Metal 1:
Bar = 20 um. Supply wires on this layer in grey.
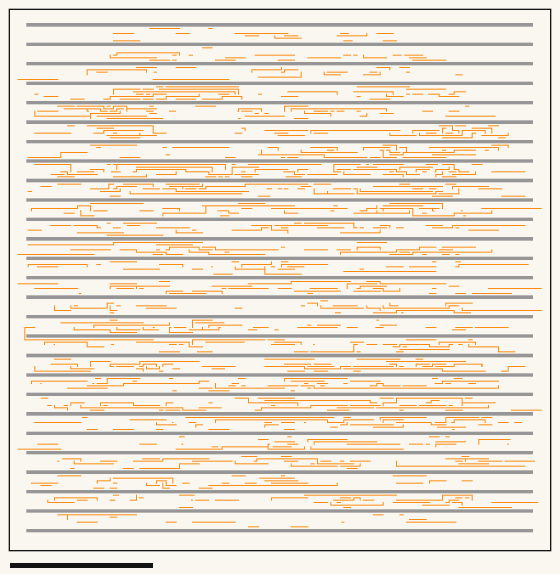
Signal wires on met2:
Bar = 20 um.
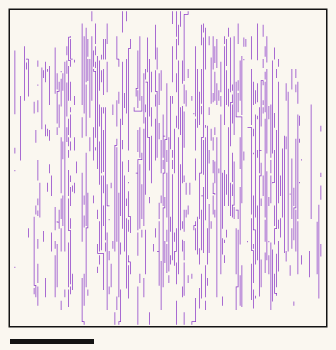
The metal 3 layer:
Cells faint in the background.
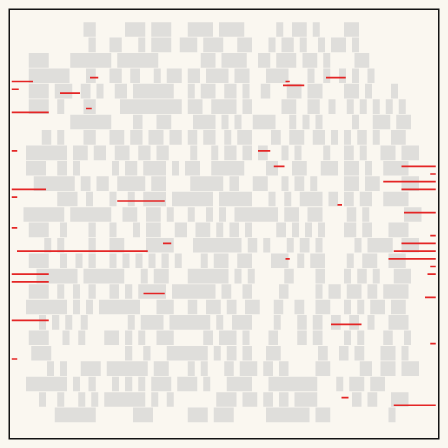
<file path="src/rtl/rr_arb16_pkg.sv">
// rtl/rr_arb16_pkg.sv - shared widths, state encoding and helpers for rr_arb16
package rr_arb16_pkg;

    localparam int N_REQ = 16;
    localparam int IDX_W = 4;

    typedef enum logic {
        IDLE  = 1'b0,
        GRANT = 1'b1
    } state_t;

    function automatic logic [N_REQ-1:0] onehot(input logic [IDX_W-1:0] i);
        return N_REQ'(1) << i;
    endfunction

    // Index arithmetic is modulo 16, so owner 15 naturally wraps to 0.
    function automatic logic [IDX_W-1:0] next_ptr(input logic [IDX_W-1:0] i);
        return i + IDX_W'(1);
    endfunction

endpackage

</file>
<file path="src/rtl/rr_arb16_if.sv">
// rtl/rr_arb16_if.sv - request/grant bundle between requesters and rr_arb16
interface rr_arb16_if;
    import rr_arb16_pkg::*;

    logic [N_REQ-1:0] req;
    logic [N_REQ-1:0] gnt;
    logic [IDX_W-1:0] gnt_idx;
    logic             gnt_valid;
    logic             timeout;

    modport slave (
        input  req,
        output gnt,
        output gnt_idx,
        output gnt_valid,
        output timeout
    );

    modport master (
        output req,
        input  gnt,
        input  gnt_idx,
        input  gnt_valid,
        input  timeout
    );

endinterface

</file>
<file path="src/rtl/rr_arb16_prio_enc16.sv">
// rtl/rr_arb16_prio_enc16.sv - lowest-index-first 16-to-4 priority encoder
module prio_enc16
    import rr_arb16_pkg::*;
(
    input  logic [N_REQ-1:0] vec,
    output logic [IDX_W-1:0] idx,
    output logic             valid
);

    // Scanning downward lets the lowest set bit overwrite any higher one.
    always_comb begin
        idx = '0;
        for (int i = N_REQ - 1; i >= 0; i--) begin
            if (vec[i]) begin
                idx = IDX_W'(i);
            end
        end
    end

    assign valid = |vec;

endmodule

</file>
<file path="src/rtl/rr_arb16.sv">
// rtl/rr_arb16.sv - sixteen-way round-robin arbiter with optional hold timeout
module rr_arb16
    import rr_arb16_pkg::*;
#(
    parameter int MAX_HOLD = 0
) (
    input  logic        clk,
    input  logic        rst,
    rr_arb16_if.slave   bus
);

    localparam int               CNT_W     = (MAX_HOLD > 0) ? $clog2(MAX_HOLD + 1) : 1;
    localparam bit               TO_EN     = (MAX_HOLD > 0);
    localparam int               LAST_I    = TO_EN ? MAX_HOLD - 1 : 0;
    localparam logic [CNT_W-1:0] HOLD_LAST = CNT_W'(LAST_I);
    localparam logic [CNT_W-1:0] CNT_MAX   = {CNT_W{1'b1}};

    state_t           state;
    logic [IDX_W-1:0] ptr;
    logic [CNT_W-1:0] hold_cnt;

    logic [N_REQ-1:0] mask;
    logic [N_REQ-1:0] masked;
    logic [IDX_W-1:0] idx_m;
    logic [IDX_W-1:0] idx_r;
    logic             valid_m;
    logic             valid_r;
    logic [IDX_W-1:0] winner;
    logic             owner_req;

    // Requesters at or above the pointer get first pick; below it only if nobody above asks.
    assign mask   = {N_REQ{1'b1}} << ptr;
    assign masked = bus.req & mask;

    prio_enc16 u_enc_masked (
        .vec   (masked),
        .idx   (idx_m),
        .valid (valid_m)
    );

    prio_enc16 u_enc_raw (
        .vec   (bus.req),
        .idx   (idx_r),
        .valid (valid_r)
    );

    assign winner    = valid_m ? idx_m : idx_r;
    assign owner_req = bus.req[bus.gnt_idx];

    always_ff @(posedge clk) begin
        if (rst) begin
            state         <= IDLE;
            ptr           <= '0;
            hold_cnt      <= '0;
            bus.gnt       <= '0;
            bus.gnt_idx   <= '0;
            bus.gnt_valid <= 1'b0;
            bus.timeout   <= 1'b0;
        end else begin
            bus.timeout <= 1'b0;
            case (state)
                IDLE: begin
                    if (valid_r) begin
                        bus.gnt       <= onehot(winner);
                        bus.gnt_idx   <= winner;
                        bus.gnt_valid <= 1'b1;
                        hold_cnt      <= '0;
                        state         <= GRANT;
                    end
                end
                GRANT: begin
                    // Release is checked first so a drop on the last allowed cycle is not a timeout.
                    if (!owner_req) begin
                        bus.gnt       <= '0;
                        bus.gnt_idx   <= '0;
                        bus.gnt_valid <= 1'b0;
                        ptr           <= next_ptr(bus.gnt_idx);
                        state         <= IDLE;
                    end else if (TO_EN && hold_cnt == HOLD_LAST) begin
                        bus.gnt       <= '0;
                        bus.gnt_idx   <= '0;
                        bus.gnt_valid <= 1'b0;
                        bus.timeout   <= 1'b1;
                        ptr           <= next_ptr(bus.gnt_idx);
                        state         <= IDLE;
                    end else if (hold_cnt != CNT_MAX) begin
                        hold_cnt <= hold_cnt + CNT_W'(1);
                    end
                end
                default: begin
                    state <= IDLE;
                end
            endcase
        end
    end

endmodule

</file>
<file path="src/flat_wrapper.sv">
// flat-port wrapper written by rule: the top's interface ports become plain ports
module rr_arb16_flat import rr_arb16_pkg::*;
#(
    parameter int MAX_HOLD = 0
)
  (clk, rst, bus_req, bus_gnt, bus_gnt_idx, bus_gnt_valid, bus_timeout);
  rr_arb16_if bus_i ();
  input  logic clk;
  input  logic rst;
  input wire logic [$bits(bus_i.req)-1:0] bus_req;
  output wire logic [$bits(bus_i.gnt)-1:0] bus_gnt;
  output wire logic [$bits(bus_i.gnt_idx)-1:0] bus_gnt_idx;
  output wire logic [$bits(bus_i.gnt_valid)-1:0] bus_gnt_valid;
  output wire logic [$bits(bus_i.timeout)-1:0] bus_timeout;
  assign bus_i.req = bus_req;
  assign bus_gnt = bus_i.gnt;
  assign bus_gnt_idx = bus_i.gnt_idx;
  assign bus_gnt_valid = bus_i.gnt_valid;
  assign bus_timeout = bus_i.timeout;
  rr_arb16 #(.MAX_HOLD(MAX_HOLD)) u_core (.clk(clk), .rst(rst), .bus(bus_i));
endmodule
</file>
<file path="config.mk">
export PLATFORM = sky130hd
export DESIGN_NAME = rr_arb16_flat
export DESIGN_NICKNAME = d
export VERILOG_FILES = /design/src/rtl/rr_arb16_pkg.sv /design/src/rtl/rr_arb16_if.sv /design/src/rtl/rr_arb16_prio_enc16.sv /design/src/rtl/rr_arb16.sv /design/src/flat_wrapper.sv
export SDC_FILE = /design/constraint.sdc
export NUM_CORES = 1
export LEC_CHECK = 0
export ABC_AREA = 1
export CAP_MARGIN = 20
export CELL_PAD_IN_SITES_DETAIL_PLACEMENT = 1
export CELL_PAD_IN_SITES_GLOBAL_PLACEMENT = 1
export CORE_MARGIN = 2
export CORE_UTILIZATION = 34
export CTS_CLUSTER_DIAMETER = 40
export CTS_CLUSTER_SIZE = 20
export DETAILED_ROUTE_END_ITERATION = 7
export PLACE_DENSITY_LB_ADDON = 0.1
export SLEW_MARGIN = 20
export SYNTH_ARGS = -nofsm -noshare
export SYNTH_HDL_FRONTEND = slang
export SYNTH_SLANG_ARGS = --single-unit
</file>
<file path="constraint.sdc">
create_clock -name clk -period 2.25 [get_ports clk]
set_clock_uncertainty 0.1 [all_clocks]
set_input_delay 0.45 -clock clk [delete_from_list [all_inputs] [get_ports clk]]
set_output_delay 0.45 -clock clk [all_outputs]
set_load 0.05 [all_outputs]
</file>
==> run notes <==
fresh numbers from the pnr run: outcome complete, but fails checks, failing checks negative setup slack, Clk power 0.396 mW, Worst-Margin Slew 0.505 ns, Syn Nets 303, hold depth 2, GR peak layer met2, overall fraction of global-route tracks in use 22.6%, Netlist cell types 31, met2 WL 3530 um, clock share of power 23.2%, final setup vio count 3, tool warnings 27, largest net degree at the start of global routing 18, number of max-cap violations 0, Fin Hold WS 0.370 ns, fin. max-slew vios 0, Flops after synth 26, post-route setup slack -0.0456 ns, core utilization at floorplan 34.7%, Comb power 0.769 mW, Non-clk invs 49, total grt overflow 0, CTS Hold Buffers Added 0, area fraction in and, or, nand and nor cells 37.1%, TritonCTS clock tree done, TAP cells 70, Comb area 1090 sq um, top cells, area dfxtp_1 (30%), nand2_1 (11%), nor2_1 (10%), Flop area 532 sq um, DRT Pass-1 Iters 4, CP endpoint u_core.bus.gnt[12], CP arrival 2.37 ns, uppermost layer routed met4, Mux area share 0%, count leader, synth nand2_1, most frequent logic cells in the routed design buf_4 (52), nand2_1 (48), nor2_1 (45), inv_1 (37), clkdlybuf4s50_1 (23), Critical path origin bus_req[7], Area after DPL 2520 sq um, largest area contributor in the netlist dfxtp_1, final hold vios 0, main kind of combinational logic by area simple AND/OR/NAND/NOR gates, die area 5700 sq um, post-route cell area 2790 sq um, Largest stage delay, worst path 0.45 ns, Mapped Cells 284, fin crit period 2.30 ns, Adder Area Share 0.719%, NetSw 0.665 mW, CTS max path bufs 2, final period utilization 102%, Power Density 612 nW/um^2
Back to the opening pictures, 'metal 1':
nets with wire on the layer: 364
main direction: horizontal
via count: 2227
GR Util met1: 26.4%

Back to the opening pictures, 'signal wires on met2':
nets with wire on the layer: 350
longest straight run: 45.2 um
main direction: vertical
Detailed Route WL: 6620 um
grt met2 use: 44.3%

Back to the opening pictures, 'the metal 3 layer':
main direction: horizontal
share of all routed wire: 2.3%
wire length on this layer: 154 um
nets with wire on the layer: 34
GRT met3 Usage: 1.98%

Power is estimated from default activity; no workload was simulated.
